## config.mk

```make
export PLATFORM = sky130hd
export DESIGN_NAME = instr_encoder
export DESIGN_NICKNAME = d
export VERILOG_FILES = /design/src/rtl/instr_encoder.sv
export SDC_FILE = /design/constraint.sdc
export NUM_CORES = 1
export LEC_CHECK = 0
export CORE_MARGIN = 4
export CORE_UTILIZATION = 49
export CTS_CLUSTER_DIAMETER = 100
export DETAILED_ROUTE_END_ITERATION = 6
export PLACE_DENSITY = 0.91
export SLEW_MARGIN = 20
export SYNTH_ARGS = -nofsm -noshare
export SYNTH_HDL_FRONTEND = slang
export SYNTH_SLANG_ARGS = --single-unit
```

## constraint.sdc

```tcl
create_clock -name clk -period 5.8 [get_ports clk]
set_input_delay 0.58 -clock clk [delete_from_list [all_inputs] [get_ports clk]]
set_output_delay 0.58 -clock clk [all_outputs]
set_load 0.03 [all_outputs]
```

## src/rtl/instr_encoder.sv

```systemverilog
`default_nettype none
// ============================================================================
// Module      : instr_encoder
// Description : Packs an opcode, register fields and a full-width immediate
//               into a 32-bit LEGv8 instruction word. The immediate is
//               range-checked against the field width of its format. Each
//               accepted word is written into instruction memory at an
//               auto-incrementing address. This lets the loader path build
//               programs without an external assembler.
//
// Ports       : clk        - clock, rising edge
//               reset      - asynchronous, active-high
//               start      - pulse: load address from base_addr, clear
//                            count/full/err, abort any in-flight request
//               base_addr  - first write address
//               in_valid   - encode request valid
//               in_ready   - encoder can accept a request
//               fmt        - 0=R 1=SHIFT 2=I 3=D 4=CB 5=B 6=IW (7 illegal)
//               opcode     - opcode, left-aligned to instruction[31:21]
//               rd/rn/rm   - register fields (rm used by R only)
//               imm        - full-width immediate
//               mem_we     - one-cycle write strobe
//               mem_addr   - write address
//               mem_wdata  - encoded instruction word
//               count      - words written since start
//               full       - address space exhausted
//               err        - sticky: a request was rejected
//
// Options     : ENCODE_VERIFY_EN - insert a VERIFY state that re-extends the
//               packed immediate field as the decoder would and compares it
//               with the requested immediate before writing.
//
// Revision    : 1.0 - initial release
// ============================================================================
module instr_encoder #(
    parameter int WORD      = 64,
    parameter int INSTR_LEN = 32,
    parameter int ADDR_W    = 10
) (
    input  logic                 clk,
    input  logic                 reset,
    input  logic                 start,
    input  logic [ADDR_W-1:0]    base_addr,
    input  logic                 in_valid,
    output logic                 in_ready,
    input  logic [2:0]           fmt,
    input  logic [10:0]          opcode,
    input  logic [4:0]           rd,
    input  logic [4:0]           rn,
    input  logic [4:0]           rm,
    input  logic [WORD-1:0]      imm,
    output logic                 mem_we,
    output logic [ADDR_W-1:0]    mem_addr,
    output logic [INSTR_LEN-1:0] mem_wdata,
    output logic [ADDR_W:0]      count,
    output logic                 full,
    output logic                 err
);

    // ------------------------------------------------------------------
    // Format codes
    // ------------------------------------------------------------------
    localparam logic [2:0] c_FMT_R     = 3'd0;
    localparam logic [2:0] c_FMT_SHIFT = 3'd1;
    localparam logic [2:0] c_FMT_I     = 3'd2;
    localparam logic [2:0] c_FMT_D     = 3'd3;
    localparam logic [2:0] c_FMT_CB    = 3'd4;
    localparam logic [2:0] c_FMT_B     = 3'd5;
    localparam logic [2:0] c_FMT_IW    = 3'd6;

    // ------------------------------------------------------------------
    // FSM encoding. S_VERIFY is only reachable when the verify option is
    // built in.
    // ------------------------------------------------------------------
    typedef enum logic [1:0] {
        S_IDLE   = 2'd0,
        S_CHECK  = 2'd1,
        S_VERIFY = 2'd2,
        S_WRITE  = 2'd3
    } state_t;

    state_t r_state;
    state_t w_next_state;

    // Latched request
    logic [2:0]           r_fmt;
    logic [10:0]          r_opcode;
    logic [4:0]           r_rd;
    logic [4:0]           r_rn;
    logic [4:0]           r_rm;
    logic [WORD-1:0]      r_imm;

    // Write-port and status registers
    logic [ADDR_W-1:0]    r_addr;
    logic [INSTR_LEN-1:0] r_wdata;
    logic [ADDR_W:0]      r_count;
    logic                 r_full;
    logic                 r_err;

    logic                 w_accept;
    logic                 w_fit;
    logic [INSTR_LEN-1:0] w_packed;

    // start wins over a simultaneous request, so it blocks acceptance.
    assign w_accept = (r_state == S_IDLE) & in_valid & ~r_full & ~start;

    // ------------------------------------------------------------------
    // Range check. A signed N-bit field fits when every bit from the sign
    // position upward matches, i.e. imm[WORD-1:N-1] is all zeros or all
    // ones. IW is an unsigned 16-bit field. Illegal fmt never fits.
    // ------------------------------------------------------------------
    logic w_fit_shift;
    logic w_fit_i;
    logic w_fit_d;
    logic w_fit_cb;
    logic w_fit_b;
    logic w_fit_iw;

    assign w_fit_shift = (&r_imm[WORD-1:5])  | ~(|r_imm[WORD-1:5]);
    assign w_fit_i     = (&r_imm[WORD-1:11]) | ~(|r_imm[WORD-1:11]);
    assign w_fit_d     = (&r_imm[WORD-1:8])  | ~(|r_imm[WORD-1:8]);
    assign w_fit_cb    = (&r_imm[WORD-1:18]) | ~(|r_imm[WORD-1:18]);
    assign w_fit_b     = (&r_imm[WORD-1:25]) | ~(|r_imm[WORD-1:25]);
    assign w_fit_iw    = ~(|r_imm[WORD-1:16]);

    always_comb begin
        w_fit = 1'b0;
        case (r_fmt)
            c_FMT_R:     w_fit = 1'b1;
            c_FMT_SHIFT: w_fit = w_fit_shift;
            c_FMT_I:     w_fit = w_fit_i;
            c_FMT_D:     w_fit = w_fit_d;
            c_FMT_CB:    w_fit = w_fit_cb;
            c_FMT_B:     w_fit = w_fit_b;
            c_FMT_IW:    w_fit = w_fit_iw;
            default:     w_fit = 1'b0;
        endcase
    end

    // ------------------------------------------------------------------
    // Packing. The opcode occupies [31:21]. Wide immediate fields (I, CB,
    // B) are overlaid afterwards and overwrite the low opcode bits they
    // cover.
    // ------------------------------------------------------------------
    always_comb begin
        w_packed        = '0;
        w_packed[31:21] = r_opcode;
        case (r_fmt)
            c_FMT_R: begin
                w_packed[20:16] = r_rm;
                w_packed[9:5]   = r_rn;
                w_packed[4:0]   = r_rd;
            end
            c_FMT_SHIFT: begin
                w_packed[15:10] = r_imm[5:0];
                w_packed[9:5]   = r_rn;
                w_packed[4:0]   = r_rd;
            end
            c_FMT_I: begin
                w_packed[21:10] = r_imm[11:0];
                w_packed[9:5]   = r_rn;
                w_packed[4:0]   = r_rd;
            end
            c_FMT_D: begin
                w_packed[20:12] = r_imm[8:0];
                w_packed[11:10] = 2'b00;
                w_packed[9:5]   = r_rn;
                w_packed[4:0]   = r_rd;
            end
            c_FMT_CB: begin
                w_packed[23:5]  = r_imm[18:0];
                w_packed[4:0]   = r_rd;
            end
            c_FMT_B: begin
                w_packed[25:0]  = r_imm[25:0];
            end
            c_FMT_IW: begin
                w_packed[20:5]  = r_imm[15:0];
                w_packed[4:0]   = r_rd;
            end
            default: begin
                w_packed[20:0]  = '0;
            end
        endcase
    end

`ifdef ENCODE_VERIFY_EN
    // ------------------------------------------------------------------
    // Re-extend the packed field from the registered word exactly as the
    // decode stage does. R carries no immediate, so it trivially matches.
    // ------------------------------------------------------------------
    logic [WORD-1:0] w_reext;
    logic            w_verify_ok;

    always_comb begin
        w_reext = r_imm;
        case (r_fmt)
            c_FMT_SHIFT: w_reext = {{(WORD-6){r_wdata[15]}},  r_wdata[15:10]};
            c_FMT_I:     w_reext = {{(WORD-12){r_wdata[21]}}, r_wdata[21:10]};
            c_FMT_D:     w_reext = {{(WORD-9){r_wdata[20]}},  r_wdata[20:12]};
            c_FMT_CB:    w_reext = {{(WORD-19){r_wdata[23]}}, r_wdata[23:5]};
            c_FMT_B:     w_reext = {{(WORD-26){r_wdata[25]}}, r_wdata[25:0]};
            c_FMT_IW:    w_reext = {{(WORD-16){1'b0}},        r_wdata[20:5]};
            default:     w_reext = r_imm;
        endcase
    end

    assign w_verify_ok = (w_reext == r_imm);
`endif

    // ------------------------------------------------------------------
    // FSM: state register
    // ------------------------------------------------------------------
    always_ff @(posedge clk or posedge reset) begin
        if (reset) begin
            r_state <= S_IDLE;
        end else begin
            r_state <= w_next_state;
        end
    end

    // ------------------------------------------------------------------
    // FSM: next state and strobes
    // ------------------------------------------------------------------
    always_comb begin
        w_next_state = r_state;
        in_ready     = 1'b0;
        mem_we       = 1'b0;
        case (r_state)
            S_IDLE: begin
                // Gated by reset so in_ready stays low while reset is held.
                in_ready = ~r_full & ~reset;
                if (w_accept) begin
                    w_next_state = S_CHECK;
                end
            end
            S_CHECK: begin
                if (w_fit) begin
`ifdef ENCODE_VERIFY_EN
                    w_next_state = S_VERIFY;
`else
                    w_next_state = S_WRITE;
`endif
                end else begin
                    w_next_state = S_IDLE;
                end
            end
`ifdef ENCODE_VERIFY_EN
            S_VERIFY: begin
                w_next_state = w_verify_ok ? S_WRITE : S_IDLE;
            end
`endif
            S_WRITE: begin
                mem_we       = 1'b1;
                w_next_state = S_IDLE;
            end
            default: begin
                w_next_state = S_IDLE;
            end
        endcase
        if (start) begin
            w_next_state = S_IDLE;
        end
    end

    // ------------------------------------------------------------------
    // Datapath registers
    // ------------------------------------------------------------------
    always_ff @(posedge clk or posedge reset) begin
        if (reset) begin
            r_fmt    <= '0;
            r_opcode <= '0;
            r_rd     <= '0;
            r_rn     <= '0;
            r_rm     <= '0;
            r_imm    <= '0;
            r_addr   <= '0;
            r_wdata  <= '0;
            r_count  <= '0;
            r_full   <= 1'b0;
            r_err    <= 1'b0;
        end else if (start) begin
            r_addr   <= base_addr;
            r_count  <= '0;
            r_full   <= 1'b0;
            r_err    <= 1'b0;
        end else begin
            case (r_state)
                S_IDLE: begin
                    if (w_accept) begin
                        r_fmt    <= fmt;
                        r_opcode <= opcode;
                        r_rd     <= rd;
                        r_rn     <= rn;
                        r_rm     <= rm;
                        r_imm    <= imm;
                    end
                end
                S_CHECK: begin
                    if (w_fit) begin
                        r_wdata <= w_packed;
                    end else begin
                        r_err   <= 1'b1;
                    end
                end
`ifdef ENCODE_VERIFY_EN
                S_VERIFY: begin
                    if (!w_verify_ok) begin
                        r_err <= 1'b1;
                    end
                end
`endif
                S_WRITE: begin
                    r_count <= r_count + (ADDR_W+1)'(1);
                    // The address wraps naturally; writing the top word
                    // marks the space as exhausted.
                    r_addr  <= r_addr + ADDR_W'(1);
                    if (&r_addr) begin
                        r_full <= 1'b1;
                    end
                end
                default: begin
                    r_err <= r_err;
                end
            endcase
        end
    end

    assign mem_addr  = r_addr;
    assign mem_wdata = r_wdata;
    assign count     = r_count;
    assign full      = r_full;
    assign err       = r_err;

endmodule
`default_nettype wire

```

==> results.py, run 1 <==
# Generated from Yosys and OpenROAD reports
metrics = {
    "cts": {
        "cts_buffers": 17,
        "clk_latency_ps": 430,
        "cts.htree.levels": 4,
        "clockRootBuffer": "clkbuf_16",
        "postCtsHoldBufs": 0,
        "cts_tree": "done",
        "cts_setup_buffers": 0,
    },
    "worst_setup_path": {
        "reg2reg_from": "r_fmt[1]$_DFFE_PP0P_",
        "worstPathArrival_ps": 3580,
        "rrSetupSlack_ps": 2520,
        "crit_family": "AND-OR/OR-AND gates",
        "crit_fanout": 28,
        "cp_data_required_time_ps": 6110,
        "crit_start": "r_fmt[1]$_DFFE_PP0P_",
        "max_stage_delay_ps": 880,
        "critPathLaunchType": "flop",
        "crit_path_end": "mem_wdata[24]$_DFFE_PP0P_",
        "cpMaxStageDelayCell": "dfrtp_1",
        "worst-path-buf-inv": 1,
    },
    "timing": {
        "finClkSkew_ps": 7.91,
        "drv_slew": 0,
        "period_minus_slack_ps": 3280,
        "worst_slack_ps": 2520,
        "finalClockPeriodUsage_pct": 56.5,
        "tightest_slew_ps": 911,
        "clock.fmax_mhz": 305,
        "hold_violations": 0,
        "fin_hold_ws_ps": 499,
    },
    "synthesis": {
        "netlist_area_sq_um": 6850,
        "postSynthAreaPerCell_sq_um": 12.1,
        "synth_cell_types": 43,
        "yosysWarningCount": 0,
        "ys_sh_aoi_pct": 7.82,
        "ys_cells": 568,
        "ys_sh_xor_pct": 2.05,
        "synth-edff-count": 0,
        "ys_area_sq_um": 6850,
        "synthCells": 568,
        "synth.most_common_cell": "dfrtp_1",
        "ys_top_logic_family": "multiplexers",
        "async_flop_share_pct": 100,
        "synth_adder_area_share_pct": 0.365,
        "synthTopCellsByCount": "dfrtp_1, mux2_2, a21oi_1",
        "numSynthFlops": 150,
        "top_area_cell": "dfrtp_1",
        "top_area_share_pct": 54.8,
    },
    "power_and_ir_drop": {
        "p_sw_share_pct": 31.5,
        "pwr-share-clk_pct": 32.2,
        "p_seq_uw": 1530,
        "leakagePower_uw": 0.00379,
        "ir_drop_mv": 0.362,
        "power.net_switching_uw": 1220,
        "p_clk_uw": 1250,
        "p_seq_share_pct": 39.6,
    },
    "die": {
        "dieWidth_microns": 126,
        "die_h_microns": 126,
        "core-area_sq_um": 13500,
        "n_tap_cell": 176,
        "dieArea_sq_um": 15900,
        "fp-utilization_pct": 50.9,
    },
    "global_route": {
        "grt-ovfl-total": 0,
        "grt_pass1_wl_mm": 28.0,
        "use_met3_pct": 7.45,
        "grt_usage_pct": 22.2,
    },
    "placement": {
        "io_buffers": 163,
        "dp_slack_ps": 2490,
    },
    "hold_path": {
        "holdPathEnd": "r_opcode[8]$_DFFE_PP0P_",
        "hp-start": "r_opcode[8]$_DFFE_PP0P_",
    },
    "job": {
        "drv_cap": 0,
    },
    "layout": {
        "mostFrequentLayoutCells": "clkdlybuf4s50_1, dfrtp_1, mux2_2, a21oi_1, nor2_1",
        "regArea_sq_um": 3750,
        "comb_share_pct": 31.5,
        "signal_buffers": 168,
        "seq_cells": 150,
        "layout-drive-gt1-share_pct": 21.7,
        "top_register": "r_imm",
        "antenna_cells": 0,
        "clkbuf_count": 21,
        "clkCellAreaFrac_pct": 7.27,
        "area_growth_pct": 35.7,
        "final-nonclk-buf-share_pct": 18.0,
        "fill_cells": 960,
        "largest_reg_flops": 64,
    },
    "detailed_routing": {
        "wl_met2_mm": 8.46,
        "viasPerCell": 5.65,
        "drc": 0,
        "wl_met1_mm": 7.31,
        "maxUsedRoutingLayer": "met4",
        "wl_met3_mm": 1.35,
    },
    "outcome": {
        "status": "completed",
    },
}
**Run 1: met1 routing**

The bar under the picture is 50 microns long. Supply wires on this layer in gray.
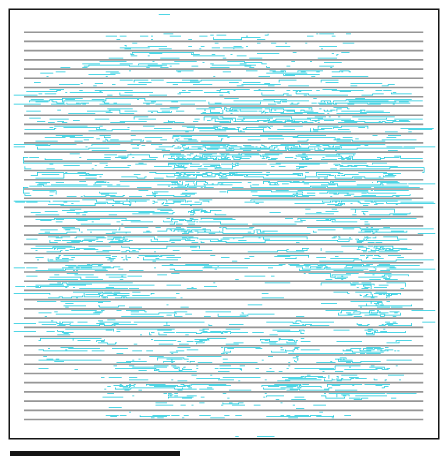
- main direction: horizontal
- wire length on this layer: 7310 microns
- longest straight run: 47.4 microns
- share of all routed wire: 42%
- nets with wire on the layer: 735
Vias: 5159
drt total wl: 17.4 mm
GRT met1 Usage: 27.8%

**Run 1: metal 2**

Cells faint in the background.
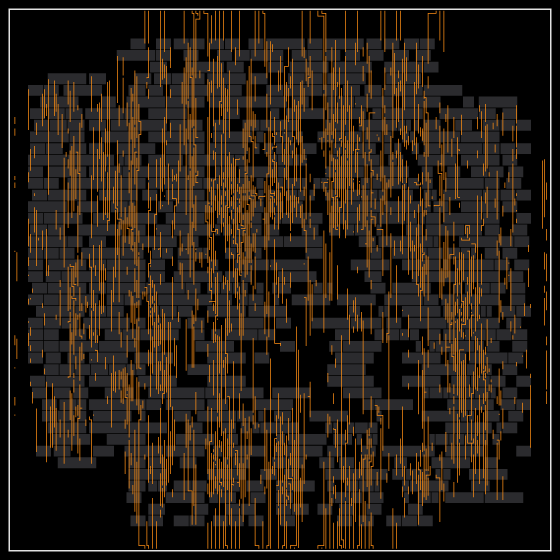
- longest straight run: 51.2 microns
- share of all routed wire: 48%
- wire length on this layer: 8460 microns
met2 Use GR: 36.2%

**Run 1: metal 3**

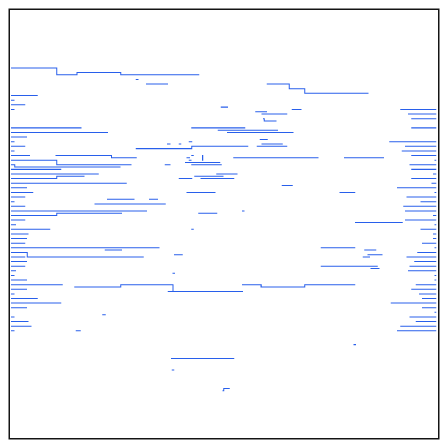
- main direction: horizontal
- longest straight run: 43.5 microns
- wire length on this layer: 1350 microns
- nets with wire on the layer: 132
- share of all routed wire: 7.7%

**Run 1: metal 4**

Supply wires on this layer in gray.
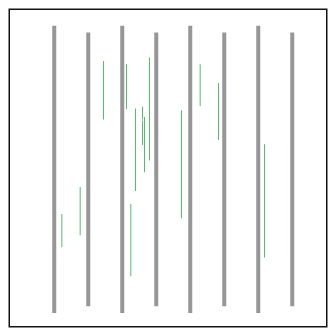
- main direction: vertical
- longest straight run: 44.9 microns
- nets with wire on the layer: 10

==> run 1 -> run 2 <==
- CORE_UTILIZATION: 49 -> 45
- PLACE_DENSITY: 0.91 -> 0.88
- clock period: 5.8 -> 3 ns (I/O delays scaled with it)
**Run 2: met1 routing**

The bar under the picture is 50 microns long. Supply wires on this layer in gray.
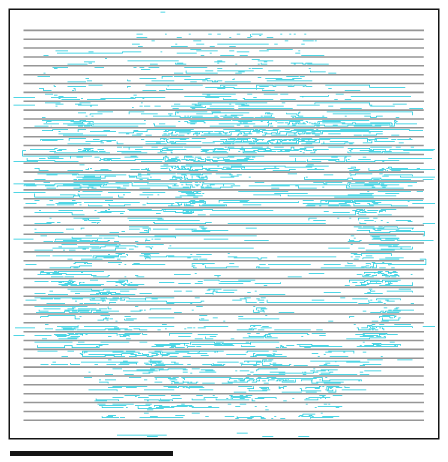
- share of all routed wire: 42%
- main direction: horizontal
- wire length on this layer: 7310 microns
- longest straight run: 44.6 microns

**Run 2: metal 3**

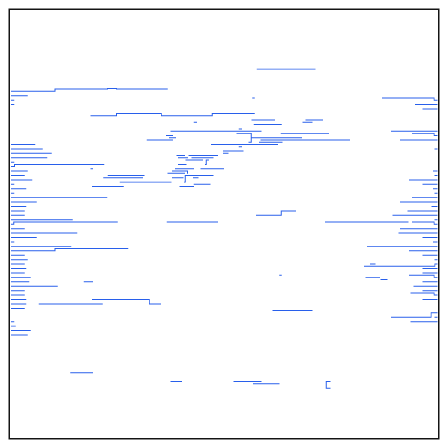
- share of all routed wire: 7.0%
- main direction: horizontal
Vias: 5216
drt total wl: 17.3 mm
GR Util met3: 6.08%

**Run 2: metal 4**

Supply wires on this layer in gray.
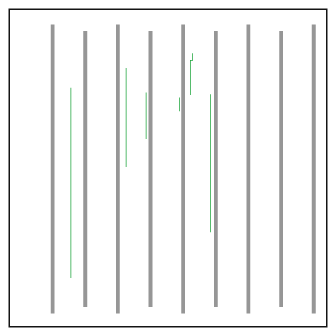
- nets with wire on the layer: 4
- wire length on this layer: 219 microns

==> results.py, run 2 <==
# Generated from Yosys and OpenROAD reports
metrics = {
    "die": {
        "fp-utilization_pct": 46.6,
        "die_h_microns": 131,
        "dieArea_sq_um": 17300,
        "core-area_sq_um": 14700,
        "row_count": 44,
        "n_tap_cell": 184,
        "dieWidth_microns": 131,
    },
    "synthesis": {
        "synthCells": 568,
        "top_cells_by_area": "dfrtp_1, mux2_2, a21oi_1",
        "ys_top_logic_family": "multiplexers",
        "synthTopCellsByCount": "dfrtp_1, mux2_2, a21oi_1",
        "postSynthAreaPerCell_sq_um": 12.1,
        "ys_area_sq_um": 6850,
        "top_area_cell": "dfrtp_1",
        "netlist_area_sq_um": 6850,
        "fp_nets": 677,
        "simple_gate_share_pct": 10.1,
        "flop_cell": "dfrtp_1",
        "top_area_share_pct": 54.8,
        "ys_sh_mux_pct": 22.2,
        "synth_cell_types": 43,
        "async_flop_share_pct": 100,
        "synth.most_common_cell": "dfrtp_1",
        "numSynthFlops": 150,
        "ys_sh_aoi_pct": 7.82,
        "yosysWarningCount": 0,
        "ys_sh_xor_pct": 2.05,
        "ys_seq_share_pct": 54.8,
        "synth-edff-count": 0,
        "ys_cells": 568,
        "synth_adder_area_share_pct": 0.365,
    },
    "detailed_routing": {
        "wl_met1_mm": 7.31,
        "wl_met2_mm": 8.60,
        "viasPerCell": 5.63,
        "maxUsedRoutingLayer": "met4",
        "drt_iter0_markers": 342,
        "drc": 0,
        "wl_met3_mm": 1.21,
        "firstDrtPassIters": 5,
        "avgRoutedWirePerCell_microns": 18.7,
    },
    "layout": {
        "design_area_sq_um": 9350,
        "comb_share_pct": 31.3,
        "clkCellAreaFrac_pct": 6.57,
        "clkbuf_count": 20,
        "layout-drive-gt1-share_pct": 22.1,
        "regArea_sq_um": 3750,
        "comb_cells": 375,
        "signal_buffers": 174,
        "antenna_cells": 0,
        "final_common_cell": "clkdlybuf4s50_1",
        "largest_cell_class": "flip-flops and latches",
        "area_growth_pct": 36.5,
        "largest_reg_flops": 64,
        "final-nonclk-buf-share_pct": 19.0,
        "seq_cells": 150,
        "fill_cells": 1117,
        "sh_seq_area_pct": 40.1,
        "top_register": "r_imm",
        "final_cells": 927,
        "mostFrequentLayoutCells": "clkdlybuf4s50_1, dfrtp_1, mux2_2, a21oi_1, nor2_1",
    },
    "worst_setup_path": {
        "cp_data_required_time_ps": 3300,
        "cpMaxStageDelayCell": "nor4_1",
        "crit_path_end": "mem_wdata[5]$_DFFE_PP0P_",
        "crit_start": "r_imm[25]$_DFFE_PP0P_",
        "crit_fanout": 24,
        "worstPathArrival_ps": 3030,
        "rrSetupSlack_ps": 270,
        "worst-path-buf-inv": 1,
        "rr_worst_depth": 7,
        "reg2reg_from": "r_imm[25]$_DFFE_PP0P_",
        "crit_family": "simple AND/OR/NAND/NOR gates",
        "cp-end-kind": "flop",
        "r2r_end": "mem_wdata[5]$_DFFE_PP0P_",
        "critPathLaunchType": "flop",
        "max_stage_delay_ps": 460,
    },
    "global_route": {
        "grt_max_degree": 75,
        "grt_usage_pct": 20.1,
        "grt_pass1_wl_mm": 28.0,
        "grt-ovfl-total": 0,
        "grt_use_met1_pct": 25.5,
        "antenna_found_initial": 0,
        "busiest_layer": "met2",
        "grt_use_met2_pct": 33.7,
    },
    "timing": {
        "clock.fmax_mhz": 367,
        "hold_violations": 0,
        "period_minus_slack_ps": 2730,
        "tightest_slew_ps": 938,
        "worst_slack_ps": 273,
        "drv_slew": 0,
        "finClkSkew_ps": 8.76,
        "finalClockPeriodUsage_pct": 90.9,
        "rsz0062_at_grt": "no",
        "fin_hold_ws_ps": 425,
        "maxSlewHeadroom_pct": 37.3,
    },
    "outcome": {
        "status": "completed",
    },
    "hold_path": {
        "min_path_type": "primary input to async pin",
    },
    "power_and_ir_drop": {
        "p_sw_share_pct": 31.9,
        "power.net_switching_uw": 2330,
        "pwr-share-clk_pct": 30.1,
        "p_seq_share_pct": 40.4,
        "p_clk_uw": 2200,
        "power_frac_comb_pct": 29.4,
        "p_int_uw": 4980,
        "report.power.total_uw": 7310,
        "leakagePower_uw": 0.00381,
        "p_seq_uw": 2950,
        "ir_drop_mv": 0.425,
    },
    "placement": {
        "dpl.cell_count": 895,
        "dp_hpwl_mm": 12.6,
        "gp_congestion": 0.906,
        "io_buffers": 163,
        "dpl_cell_area_sq_um": 8730,
        "dp_slack_ps": 352,
    },
    "job": {
        "drv_cap": 0,
        "warning_count": 26,
    },
    "cts": {
        "cts.htree.levels": 4,
        "clockRootBuffer": "clkbuf_16",
        "clk_latency_ps": 420,
        "cts_buffer_depth": 2,
        "cts_setup_buffers": 0,
        "clkTransAtPathRegs_ps": 60,
        "cts_buffers": 17,
        "cts.sink_count": 150,
        "ctsResizeCount": 0,
        "cts_tree": "done",
        "postCtsHoldBufs": 0,
    },
}
**Run 2: congestion heat map**

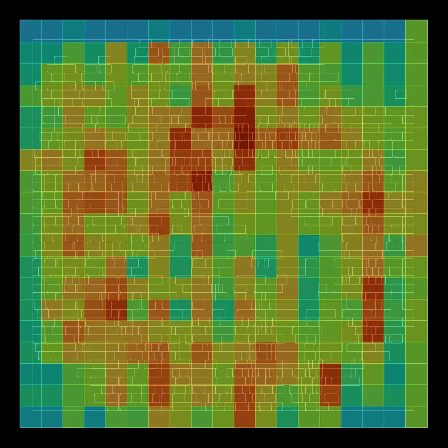

==> run 2 -> run 3 <==
- CORE_UTILIZATION: 45 -> 49
- DONT_BUFFER_PORTS: not set -> 1
- GPL_ROUTABILITY_DRIVEN: not set -> 0
- PLACE_DENSITY: 0.88 -> 0.78
**Run 3: congestion heat map**

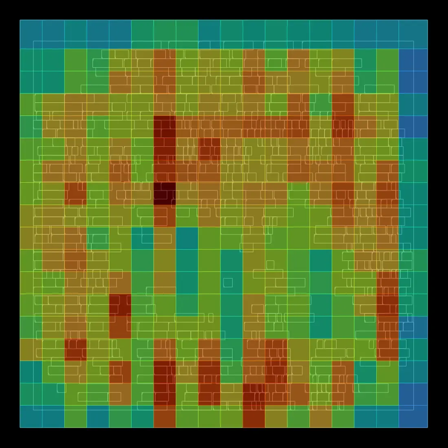
met2 Use GR: 34.1%
Total GRT Usage: 20.9%
GR Util met3: 8.51%
Avg WL per Cell: 21.1 microns

**Run 3: metal 4**

Supply wires on this layer in gray.
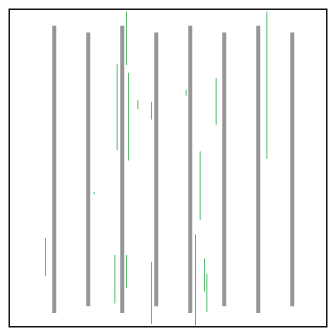
- nets with wire on the layer: 14
- wire length on this layer: 342 microns
drt total wl: 16.6 mm
Vias: 4725

==> results.py, run 3 <==
# Generated from Yosys and OpenROAD reports
metrics = {
    "outcome": {
        "status": "completed",
    },
    "cts": {
        "cts_buffer_depth": 2,
        "cts.htree.levels": 4,
        "cts_tree": "done",
        "cts_buffers": 17,
        "clockRootBuffer": "clkbuf_16",
        "ctsResizeCount": 0,
    },
    "global_route": {
        "busiest_layer": "met2",
    },
    "hold_path": {
        "holdPathEnd": "r_imm[31]$_DFFE_PP0P_",
        "min_path_type": "primary input to flop",
    },
    "timing": {
        "drv_slew": 0,
        "finalClockPeriodUsage_pct": 92.8,
        "clock.fmax_mhz": 359,
        "worst_slack_ps": 215,
        "tightest_slew_ps": 959,
        "fin_hold_ws_ps": 18.1,
        "rsz0062_at_grt": "no",
        "hold_violations": 0,
    },
    "layout": {
        "mostFrequentLayoutCells": "dfrtp_1, mux2_2, a21oi_1, nor2_1, nand2_1",
        "final-nonclk-buf-share_pct": 4.81,
        "sh_seq_area_pct": 47.2,
        "design_area_sq_um": 7950,
        "regArea_sq_um": 3750,
        "layout-drive-gt1-share_pct": 28.2,
        "final_common_cell": "dfrtp_1",
        "clkbuf_count": 20,
        "final_cells": 787,
        "comb_cells": 375,
        "top_register": "r_imm",
        "fill_cells": 1072,
        "largest_cell_class": "flip-flops and latches",
        "area_growth_pct": 16.1,
    },
    "detailed_routing": {
        "maxUsedRoutingLayer": "met5",
        "viasPerCell": 6.00,
        "drc": 0,
        "firstDrtPassIters": 6,
        "wl_met3_mm": 1.30,
        "wl_met2_mm": 8.31,
        "wl_met1_mm": 6.59,
    },
    "synthesis": {
        "simple_gate_share_pct": 10.1,
        "ys_sh_mux_pct": 22.2,
        "synth_adder_area_share_pct": 0.365,
        "ys_sh_aoi_pct": 7.82,
        "postSynthAreaPerCell_sq_um": 12.1,
        "ys_area_sq_um": 6850,
        "synthTopCellsByCount": "dfrtp_1, mux2_2, a21oi_1",
        "ys_cells": 568,
        "ys_top_logic_family": "multiplexers",
        "ys_sh_xor_pct": 2.05,
        "synth-edff-count": 0,
        "ys_seq_share_pct": 54.8,
        "netlist_area_sq_um": 6850,
        "top_area_cell": "dfrtp_1",
    },
    "power_and_ir_drop": {
        "p_seq_share_pct": 50.5,
        "p_clk_uw": 2160,
        "leakagePower_uw": 0.00331,
        "p_int_uw": 4430,
    },
    "job": {
        "drv_cap": 0,
        "warning_count": 26,
    },
    "placement": {
        "dp_slack_ps": 60.7,
        "dp_hpwl_mm": 11.6,
    },
    "die": {
        "fp-utilization_pct": 50.9,
        "dieWidth_microns": 126,
        "row_count": 42,
        "die_h_microns": 126,
    },
    "worst_setup_path": {
        "worstPathArrival_ps": 3130,
        "crit_path_end": "mem_wdata[18]$_DFFE_PP0P_",
        "cp-end-kind": "flop",
        "crit_start": "r_imm[26]$_DFFE_PP0P_",
        "cpMaxStageDelayCell": "or4_1",
        "worst-path-buf-inv": 2,
        "crit_fanout": 20,
        "r2r_end": "mem_wdata[18]$_DFFE_PP0P_",
        "reg2reg_from": "r_imm[26]$_DFFE_PP0P_",
    },
}
**Run 3: metal 2**

Cells faint in the background.
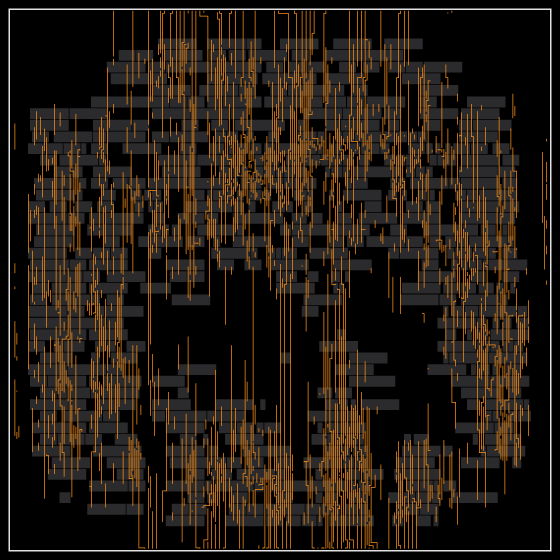
- main direction: vertical
- nets with wire on the layer: 638
- longest straight run: 64.1 microns
- wire length on this layer: 8310 microns

Power is estimated from default activity; no workload was simulated.
